### Metal 2, run 1

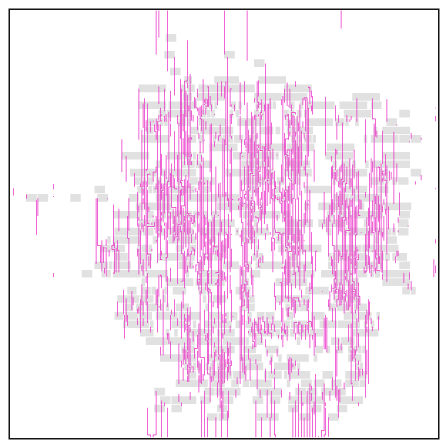
### Register map, names as in the netlist, run 1

Other sequential cells in the stronger gray, the rest of the logic in the fainter gray.
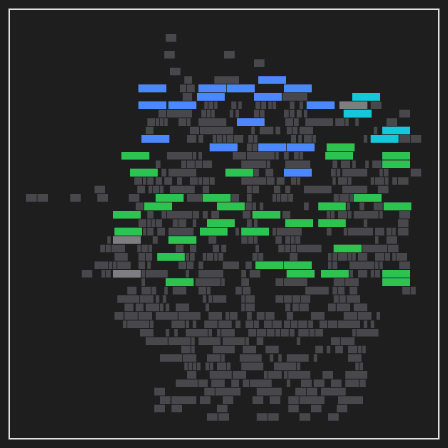
### Congestion heat map, run 1

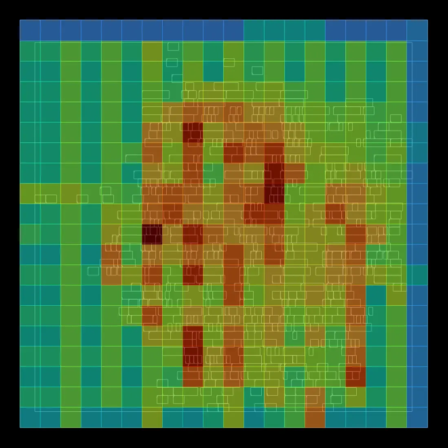
`config.mk`:
```
export PLATFORM = sky130hd
export DESIGN_NAME = spiking_neuron_array_flat
export DESIGN_NICKNAME = d
export VERILOG_FILES = /design/src/rtl/snn_pkg.sv /design/src/rtl/spiking_neuron_array_if.sv /design/src/rtl/snn_update_unit.sv /design/src/rtl/spiking_neuron_array.sv /design/src/flat_wrapper.sv
export SDC_FILE = /design/constraint.sdc
export NUM_CORES = 1
export LEC_CHECK = 0
export CORE_MARGIN = 5
export CORE_UTILIZATION = 30
export CTS_CLUSTER_DIAMETER = 60
export DETAILED_ROUTE_END_ITERATION = 6
export GPL_ROUTABILITY_DRIVEN = 0
export PLACE_DENSITY = 0.6
export SKIP_CTS_REPAIR_TIMING = 1
export SKIP_LAST_GASP = 1
export SLEW_MARGIN = 5
export SYNTH_ARGS = -nofsm -noshare
export SYNTH_HDL_FRONTEND = slang
export SYNTH_SLANG_ARGS = --single-unit
```
`constraint.sdc`:
```
create_clock -name clk -period 7.8 [get_ports clk]
set_input_delay 1.56 -clock clk [delete_from_list [all_inputs] [get_ports clk]]
set_output_delay 1.56 -clock clk [all_outputs]
set_load 0.02 [all_outputs]
```
`src/rtl/snn_pkg.sv`:
```
// Shared helpers for the time-multiplexed spiking neuron array: width/saturation
// functions and the per-visit outcome type used on the update datapath.
package snn_pkg;

   localparam int SNN_MAX_W = 16;
   localparam int SNN_ACC_W = 2*SNN_MAX_W + 2;

   typedef enum logic [1:0] {
      VISIT_INTEGRATE = 2'd0,
      VISIT_REFRAC    = 2'd1,
      VISIT_FIRE      = 2'd2
   } visit_kind_e;

   // Never returns less than 1 so a single-channel build still has a 1-bit pointer.
   function automatic int snn_clog2(input int n);
      int r;
      r = 0;
      while ((1 << r) < n) r++;
      return (r < 1) ? 1 : r;
   endfunction

   function automatic logic signed [SNN_MAX_W-1:0] snn_sat(
      input logic signed [SNN_ACC_W-1:0] x,
      input int                          w
   );
      logic signed [SNN_ACC_W-1:0] hi;
      logic signed [SNN_ACC_W-1:0] lo;
      hi = (SNN_ACC_W'(1) <<< (w-1)) - SNN_ACC_W'(1);
      lo = -(SNN_ACC_W'(1) <<< (w-1));
      if (x > hi)      return hi[SNN_MAX_W-1:0];
      else if (x < lo) return lo[SNN_MAX_W-1:0];
      else             return x[SNN_MAX_W-1:0];
   endfunction

endpackage

```
`src/rtl/spiking_neuron_array_if.sv`:
```
// Control/observe bundle of the spiking neuron array: stimulus, direct membrane
// load, monitor select and the spike/monitor outputs.
interface spiking_neuron_array_if
   import snn_pkg::*;
#(
   parameter int WIDTH = 8,
   parameter int N_CH  = 4
);
   localparam int PW = snn_clog2(N_CH);

   logic                    en;
   logic [N_CH*WIDTH-1:0]   stim;
   logic                    ld;
   logic [PW-1:0]           ld_ch;
   logic signed [WIDTH-1:0] ld_val;
   logic [PW-1:0]           mon_sel;
   logic [N_CH-1:0]         spike;
   logic                    spike_any;
   logic signed [WIDTH-1:0] v_mon;
   logic [PW-1:0]           ptr;

   modport master (
      output en, stim, ld, ld_ch, ld_val, mon_sel,
      input  spike, spike_any, v_mon, ptr
   );

   modport slave (
      input  en, stim, ld, ld_ch, ld_val, mon_sel,
      output spike, spike_any, v_mon, ptr
   );
endinterface

```
`src/rtl/snn_update_unit.sv`:
```
// Combinational quadratic integrate-and-fire step for one channel visit.
// Define LEAK_EN to add a v>>>4 leak term to the integrate path.
module snn_update_unit
   import snn_pkg::*;
#(
   parameter int WIDTH    = 8,
   parameter int THRESH   = 50,
   parameter int V_RESET  = -20,
   parameter int SHIFT_IN = 2,
   parameter int SHIFT_SQ = 3,
   parameter int REFRAC   = 2
) (
   input  logic signed [WIDTH-1:0] v_i,
   input  logic        [3:0]       rc_i,
   input  logic        [WIDTH-1:0] stim_i,
   output logic signed [WIDTH-1:0] v_o,
   output logic        [3:0]       rc_o,
   output visit_kind_e             kind_o
);
   localparam int AW = 2*WIDTH + 2;
   localparam logic signed [WIDTH-1:0] THRESH_W  = WIDTH'(THRESH);
   localparam logic signed [WIDTH-1:0] V_RESET_W = WIDTH'(V_RESET);

   logic signed [AW-1:0]        v_ext;
   logic signed [AW-1:0]        stim_ext;
   logic signed [AW-1:0]        q_ext;
   logic signed [AW-1:0]        sq;
   logic signed [AW-1:0]        leak;
   logic signed [AW-1:0]        sum;
   logic signed [SNN_MAX_W-1:0] sat_v;

   always_comb begin
      v_ext    = AW'(v_i);
      stim_ext = signed'({{(AW-WIDTH){1'b0}}, stim_i >> SHIFT_IN});
      q_ext    = v_ext >>> SHIFT_SQ;
      sq       = q_ext * q_ext;
`ifdef LEAK_EN
      leak     = v_ext >>> 4;
`else
      leak     = '0;
`endif
      sum      = v_ext + stim_ext + sq - leak;
      sat_v    = snn_sat(SNN_ACC_W'(sum), WIDTH);
   end

   always_comb begin
      v_o    = v_i;
      rc_o   = rc_i;
      kind_o = VISIT_INTEGRATE;
      if (v_i >= THRESH_W) begin
         v_o    = V_RESET_W;
         rc_o   = 4'(REFRAC);
         kind_o = VISIT_FIRE;
      end else if (rc_i != 4'd0) begin
         rc_o   = rc_i - 4'd1;
         kind_o = VISIT_REFRAC;
      end else begin
         v_o    = sat_v[WIDTH-1:0];
      end
   end
endmodule

```
`src/rtl/spiking_neuron_array.sv`:
```
// Round-robin array of N_CH integrate-and-fire neurons sharing one update unit.
// LEAK_EN (in snn_update_unit) optionally adds a membrane leak term.
module spiking_neuron_array
   import snn_pkg::*;
#(
   parameter int WIDTH    = 8,
   parameter int N_CH     = 4,
   parameter int THRESH   = 50,
   parameter int V_RESET  = -20,
   parameter int SHIFT_IN = 2,
   parameter int SHIFT_SQ = 3,
   parameter int REFRAC   = 2
) (
   input logic                   clk,
   input logic                   rst_n,
   spiking_neuron_array_if.slave bus
);
   localparam int            PW      = snn_clog2(N_CH);
   localparam logic [PW-1:0] LAST_CH = PW'(N_CH-1);

   logic signed [WIDTH-1:0] v_q  [N_CH];
   logic signed [WIDTH-1:0] v_d  [N_CH];
   logic [3:0]              rc_q [N_CH];
   logic [3:0]              rc_d [N_CH];
   logic [PW-1:0]           ptr_q, ptr_d;
   logic [N_CH-1:0]         spike_q, spike_d;
   logic                    spike_any_q, spike_any_d;

   logic signed [WIDTH-1:0] v_nx;
   logic [3:0]              rc_nx;
   visit_kind_e             kind;
   logic                    collide;

   snn_update_unit #(
      .WIDTH(WIDTH), .THRESH(THRESH), .V_RESET(V_RESET),
      .SHIFT_IN(SHIFT_IN), .SHIFT_SQ(SHIFT_SQ), .REFRAC(REFRAC)
   ) u_update (
      .v_i    (v_q[ptr_q]),
      .rc_i   (rc_q[ptr_q]),
      .stim_i (bus.stim[ptr_q*WIDTH +: WIDTH]),
      .v_o    (v_nx),
      .rc_o   (rc_nx),
      .kind_o (kind)
   );

   // A direct load overrides the scheduled visit to the same channel and
   // suppresses its spike; the pointer still advances.
   always_comb begin
      v_d     = v_q;
      rc_d    = rc_q;
      ptr_d   = ptr_q;
      spike_d = '0;
      collide = bus.ld && (bus.ld_ch == ptr_q);
      if (bus.en) begin
         ptr_d        = (ptr_q == LAST_CH) ? '0 : ptr_q + 1'b1;
         v_d[ptr_q]   = v_nx;
         rc_d[ptr_q]  = rc_nx;
         if ((kind == VISIT_FIRE) && !collide) spike_d[ptr_q] = 1'b1;
      end
      if (bus.ld) begin
         v_d[bus.ld_ch]  = bus.ld_val;
         rc_d[bus.ld_ch] = 4'd0;
      end
      spike_any_d = |spike_d;
   end

   always_ff @(posedge clk or negedge rst_n) begin
      if (!rst_n) begin
         for (int i = 0; i < N_CH; i++) begin
            v_q[i]  <= '0;
            rc_q[i] <= '0;
         end
         ptr_q       <= '0;
         spike_q     <= '0;
         spike_any_q <= 1'b0;
      end else begin
         v_q         <= v_d;
         rc_q        <= rc_d;
         ptr_q       <= ptr_d;
         spike_q     <= spike_d;
         spike_any_q <= spike_any_d;
      end
   end

   assign bus.spike     = spike_q;
   assign bus.spike_any = spike_any_q;
   assign bus.ptr       = ptr_q;
   assign bus.v_mon     = v_q[bus.mon_sel];
endmodule

```
`src/flat_wrapper.sv`:
```
// flat-port wrapper written by rule: the top's interface ports become plain ports
module spiking_neuron_array_flat import snn_pkg::*;
#(
   parameter int WIDTH    = 8,
   parameter int N_CH     = 4,
   parameter int THRESH   = 50,
   parameter int V_RESET  = -20,
   parameter int SHIFT_IN = 2,
   parameter int SHIFT_SQ = 3,
   parameter int REFRAC   = 2
)
  (clk, rst_n, bus_en, bus_stim, bus_ld, bus_ld_ch, bus_ld_val, bus_mon_sel, bus_spike, bus_spike_any, bus_v_mon, bus_ptr);
  spiking_neuron_array_if #(.WIDTH(WIDTH), .N_CH(N_CH)) bus_i ();
  input logic clk;
  input logic rst_n;
  input wire logic [$bits(bus_i.en)-1:0] bus_en;
  input wire logic [$bits(bus_i.stim)-1:0] bus_stim;
  input wire logic [$bits(bus_i.ld)-1:0] bus_ld;
  input wire logic [$bits(bus_i.ld_ch)-1:0] bus_ld_ch;
  input wire logic [$bits(bus_i.ld_val)-1:0] bus_ld_val;
  input wire logic [$bits(bus_i.mon_sel)-1:0] bus_mon_sel;
  output wire logic [$bits(bus_i.spike)-1:0] bus_spike;
  output wire logic [$bits(bus_i.spike_any)-1:0] bus_spike_any;
  output wire logic [$bits(bus_i.v_mon)-1:0] bus_v_mon;
  output wire logic [$bits(bus_i.ptr)-1:0] bus_ptr;
  assign bus_i.en = bus_en;
  assign bus_i.stim = bus_stim;
  assign bus_i.ld = bus_ld;
  assign bus_i.ld_ch = bus_ld_ch;
  assign bus_i.ld_val = bus_ld_val;
  assign bus_i.mon_sel = bus_mon_sel;
  assign bus_spike = bus_i.spike;
  assign bus_spike_any = bus_i.spike_any;
  assign bus_v_mon = bus_i.v_mon;
  assign bus_ptr = bus_i.ptr;
  spiking_neuron_array #(.WIDTH(WIDTH), .N_CH(N_CH), .THRESH(THRESH), .V_RESET(V_RESET), .SHIFT_IN(SHIFT_IN), .SHIFT_SQ(SHIFT_SQ), .REFRAC(REFRAC)) u_core (.clk(clk), .rst_n(rst_n), .bus(bus_i));
endmodule
```
==> results.py, run 1 <==
# Auto-generated metrics
metrics = {
    "sta": {
        "fin_skew_ns": 0.00750,
        "slew_violations": 0,
        "max_freq_ghz": 0.156,
        "worst_pin_slew_ns": 0.880,
        "final.setup.tns_ns": 0,
    },
    "yosys": {
        "yosys.cell_types.count": 53,
        "synth_area_um2": 4930,
        "ys_cells": 512,
        "synth_flop_count": 55,
        "avgSynthCellArea_um2": 9.63,
        "ys_chip_area_um2": 4930,
        "synth_nets": 618,
        "yosysWarnings": 0,
    },
    "cts": {
        "cts_sinks": 55,
        "clock.latency.late_pin_ns": 0.29,
    },
    "global_routing": {
        "antenna_found_initial": 0,
        "gr-total-overflow": 0,
        "grt_max_degree": 56,
    },
    "placed_design": {
        "port_buffers": 54,
        "dp.cells": 758,
    },
    "routing": {
        "wl_um": 14000,
        "drt_first_pass_iters": 7,
        "ant_nets": 0,
        "routed-via-count": 4079,
    },
    "worst_hold_path": {
        "worstHoldEndpoint": "u_core.rc_q[15]",
    },
    "worst_setup_path": {
        "worst_r2r_endpoint": "u_core.v_q[13]",
        "r2r_start": "u_core.bus.ptr[0]",
        "r2r_cells": 18,
        "regToRegSetupSlack_ns": 1.38,
        "cp-start-kind": "register",
    },
    "finish": {
        "mostFrequentLayoutCells": "62 x nor2_1, 55 x dfrtp_1, 53 x clkdlybuf4s50_1, 43 x inv_1, 35 x ha_1",
        "nets": 655,
        "antennaDiodeCount": 0,
        "drive_above_1_share_pct": 9.82,
        "layout.area.seq_um2": 1380,
        "instances_no_fill": 766,
    },
    "floorplan": {
        "die_h_um": 138,
        "num_rows": 46,
    },
    "outcome": {
        "status": "finished, final reports clean",
    },
}
## Picture notes: 'Metal 2'
534 nets have wire on it. The longest straight run is 50.7 um.

## Picture notes: 'Register map, names as in the netlist'
Key: blue = u_core.rc_q [sequential cells 16, where top middle]; cyan = u_core.bus.spike [sequential cells 4, where top right]; green = u_core.v_q [sequential cells 32]

## Picture notes: 'Congestion heat map'
routing usage on met2: 23.8%
met3 usage: 2.83%
final design utilization: 36.3%
met1 Use GR: 19.7%

-- run 1: routing by layer --
layer	global-route usage (%)	share of wire, %	up-vias
met5	0	0	-
met2	23.8	48	165
li1	-	-	1901
met1	19.7	44	2002
met4	3.07	0.69	0
met3	2.83	7.9	11
-- run 1: cell families (layout without fill, tap and decap cells) --
logic type / count (synthesis) / in the layout / synth area share (%)
xor gates and xnor gates: 15 / 15 / 2.66
buffers and inverters: 74 / 112 / 6.47
DFF: 55 / 55 / 27.9
muxes: 27 / 27 / 12.1
AOI/OAI and AO/OA: 141 / 141 / 19.3
and+or+nand+nor: 142 / 142 / 13.3
adders and majority gates: 58 / 58 / 18.2
-- run 1: per-stage QoR --
step                cell area, um2  hold WS, ns
global placement              5630        0.510
finish                        5800        0.526
detailed placement            5630        0.515
floorplan                     4930        0.497
CTS                           5800        0.525
global route                  5800        0.542
-- run 1: synth_stat cells (5+ instances only) --
master,count,area share [%]
nor2_1,62,4.7
dfrtp_1,55,28
inv_1,43,3.3
ha_1,35,8.9
nand2_1,32,2.4
a21oi_1,29,2.9
mux4_2,26,12
o21ai_0,25,2.5
fa_1,23,9.3
a21o_1,22,3.4
clkbuf_1,17,1.3
a31oi_1,16,2.0
nand3_1,13,1.3
a32oi_1,12,2.1
xnor2_1,11,2.0
a211oi_1,7,1.1
and3_1,7,0.89
o21ai_1,7,0.71
o211ai_1,6,0.91
and2_1,5,0.63
nor2b_1,5,0.63
-- run 1: state kept, by name, summed over array words and instances (netlist names) --
name	cells
u_core.bus.ptr	2
u_core.v_q	32
u_core.rc_q	16
u_core.bus.spike_any	1
u_core.bus.spike	4
-- run 1: how the worst max path moves through the flow --
stage	start	endpoint	slack, ns	cells past startpoint
2_1_floorplan	u_core.bus.ptr[1]	u_core.v_q[26]	2.02	21
3_3_place_gp	u_core.bus.ptr[0]	u_core.v_q[3]	1.45	18
3_5_place_dp	bus_stim[30]	u_core.v_q[29]	1.38	15
4_1_cts	u_core.bus.ptr[0]	u_core.v_q[29]	1.38	18
5_1_grt	u_core.bus.ptr[0]	u_core.v_q[2]	0.96	18
6_report	u_core.bus.ptr[0]	u_core.v_q[13]	1.38	18
-- run 1: worst max-delay path, cell delays in order, from the launching register on --
cell      delay, ns
dfrtp_1        0.78
buf_4          0.32
mux4_2         0.62
inv_1          0.27
nor2_1         0.12
fa_1           0.37
ha_1           0.29
inv_1          0.07
fa_1           0.44
fa_1           0.55
inv_1          0.07
fa_1           0.45
a21o_1         0.21
a221oi_1       0.34
xor2_1         0.31
nand4_1        0.20
a31oi_4        0.52
a31oi_1        0.17
a21o_1         0.18
-- run 1: layout make-up --
cell class,count,area share (%)
clock buffer,6,2.39
timing repair buffer,60,10.0
tap,216,4.66
sequential,55,23.7
clock inverter,2,0.604
inverter,44,2.85
multi-input combinational,383,55.8
### Nets reached from selected ports, run 1

Bar = 50 um.
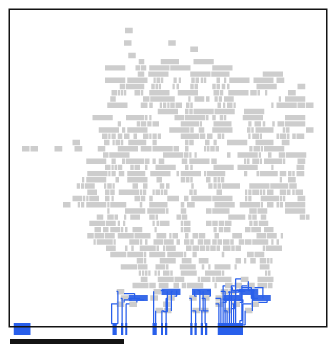

==> inputs of run 2 (changes only) <==
--- a/config.mk
+++ b/config.mk
@@ -10,7 +10,7 @@
 export CTS_CLUSTER_DIAMETER = 60
 export DETAILED_ROUTE_END_ITERATION = 6
 export GPL_ROUTABILITY_DRIVEN = 0
-export PLACE_DENSITY = 0.6
+export PLACE_DENSITY = 0.61
 export SKIP_CTS_REPAIR_TIMING = 1
 export SKIP_LAST_GASP = 1
 export SLEW_MARGIN = 5
==> constraint.sdc (replaced) <==
create_clock -name clk -period 5.6 [get_ports clk]
set_input_delay 1.12 -clock clk [delete_from_list [all_inputs] [get_ports clk]]
set_output_delay 1.12 -clock clk [all_outputs]
set_load 0.02 [all_outputs]
### Nets reached from selected ports, run 2

Bar = 50 um.
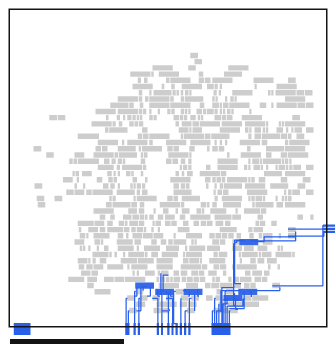
Key: blue = bus_stim [bits 32, direction input, end cells 6, wire 586 um]

==> run 2 against run 1 <==
Against the previous run:
- clock skew rose by 0.00083 ns
- critical path type unchanged
- synthesized area unchanged
- cell count rose by 5.6%
- critical endpoint is now u_core.v_q[12]
==> results.py, run 2 <==
# Auto-generated metrics
metrics = {
    "outcome": {
        "status": "finished, final reports clean",
    },
    "cts": {
        "cts_sinks": 55,
        "clock.latency.late_pin_ns": 0.30,
    },
    "worst_setup_path": {
        "r2r_start": "u_core.bus.ptr[0]",
        "crit_path_max_incr_delay_ns": 0.62,
        "regToRegSetupSlack_ns": 0.15,
        "cp_slowest_cell": "mux4_2",
        "worst_r2r_endpoint": "u_core.v_q[12]",
        "r2r_cells": 19,
    },
    "routing": {
        "ant_nets": 0,
        "drt_first_pass_iters": 5,
    },
    "global_routing": {
        "antenna_found_initial": 0,
        "gr-total-overflow": 0,
        "grt_max_degree": 56,
    },
    "finish": {
        "drive_above_1_share_pct": 20.7,
        "antennaDiodeCount": 0,
        "largest_reg_flops": 32,
        "instances_no_fill": 809,
        "regMostFlops": "u_core.v_q",
    },
    "floorplan": {
        "die_h_um": 138,
    },
    "yosys": {
        "avgSynthCellArea_um2": 9.63,
        "synth_flop_count": 55,
        "synth_area_um2": 4930,
        "synth_nets": 618,
        "yosysWarnings": 0,
        "top_area_cell": "dfrtp_1",
        "top_cell": "nor2_1",
        "ys_chip_area_um2": 4930,
        "yosys.cell_types.count": 53,
        "synthTopCellsByArea": "dfrtp_1 28%, mux4_2 12%, fa_1 9.3%, ha_1 8.9%, nor2_1 4.7%",
    },
    "sta": {
        "slew_violations": 0,
    },
    "placed_design": {
        "port_buffers": 54,
    },
}
-- run 2: critical path, delay by kind of cell, from the launching register on --
family | cells | cell delay, ns
xor gates and xnor gates | 1 | 0.10
muxes | 1 | 0.62
buffers and inverters | 6 | 0.78
DFF | 1 | 0.39
AOI/OAI and AO/OA | 6 | 1.29
adders and majority gates | 5 | 2.17
-- run 2: how the worst max path moves through the flow --
stage                 startpoint              to  depth (start not counted)
6_report       u_core.bus.ptr[0]  u_core.v_q[12]                         19
5_1_grt        u_core.bus.ptr[0]   u_core.v_q[1]                         21
4_1_cts        u_core.bus.ptr[0]  u_core.v_q[29]                         19
3_5_place_dp        bus_stim[30]   u_core.v_q[5]                         16
3_3_place_gp        bus_stim[30]  u_core.v_q[13]                         16
2_1_floorplan  u_core.bus.ptr[0]  u_core.v_q[26]                         20
-- run 2: kinds of logic (layout without fill, tap and decap cells) --
kind of cell / count (synthesis) / after routing / synth area share (%)
xor+xnor: 15 / 15 / 2.66
mux: 27 / 27 / 12.1
compound gates: 141 / 141 / 19.3
simple gates: 142 / 142 / 13.3
flops: 55 / 55 / 27.9
buf+inv: 74 / 155 / 6.47
fa+ha+maj: 58 / 58 / 18.2
-- run 2: metal layers --
layer | vias to the layer above | share of wire, % | global-route usage [%]
met5 | - | 0 | 0
met4 | 0 | 1.9 | 4.84
met3 | 25 | 6.3 | 2.38
met2 | 173 | 47 | 24.1
met1 | 2165 | 44 | 21.2
li1 | 1991 | - | -
-- run 2: metrics by stage --
| stage | utilization [%] | area, um2 | TNS, ns | hold WS, ns |
|---|---|---|---|---|
| after floorplan | - | 4930 | 0 | 0.497 |
| after global placement | 37.2 | 5950 | -4.70 | 0.513 |
| after detailed placement | 37.2 | 5950 | -6.08 | 0.515 |
| after CTS | 38.0 | 6080 | -5.29 | 0.525 |
| after global routing | 39.5 | 6320 | -0.145 | 0.546 |
| final | 39.5 | 6320 | 0 | 0.524 |
-- run 2: layout make-up --
class | count | area (um2) | area share (%)
flip-flops and latches | 55 | 1380 | 21.8
multi-input cells | 383 | 3420 | 54.1
inverters | 44 | 165 | 2.61
clock inverters | 1 | 5.00 | 0.0791
repair buffers | 103 | 948 | 15.0
clock buffers | 7 | 133 | 2.10
well taps | 216 | 270 | 4.27
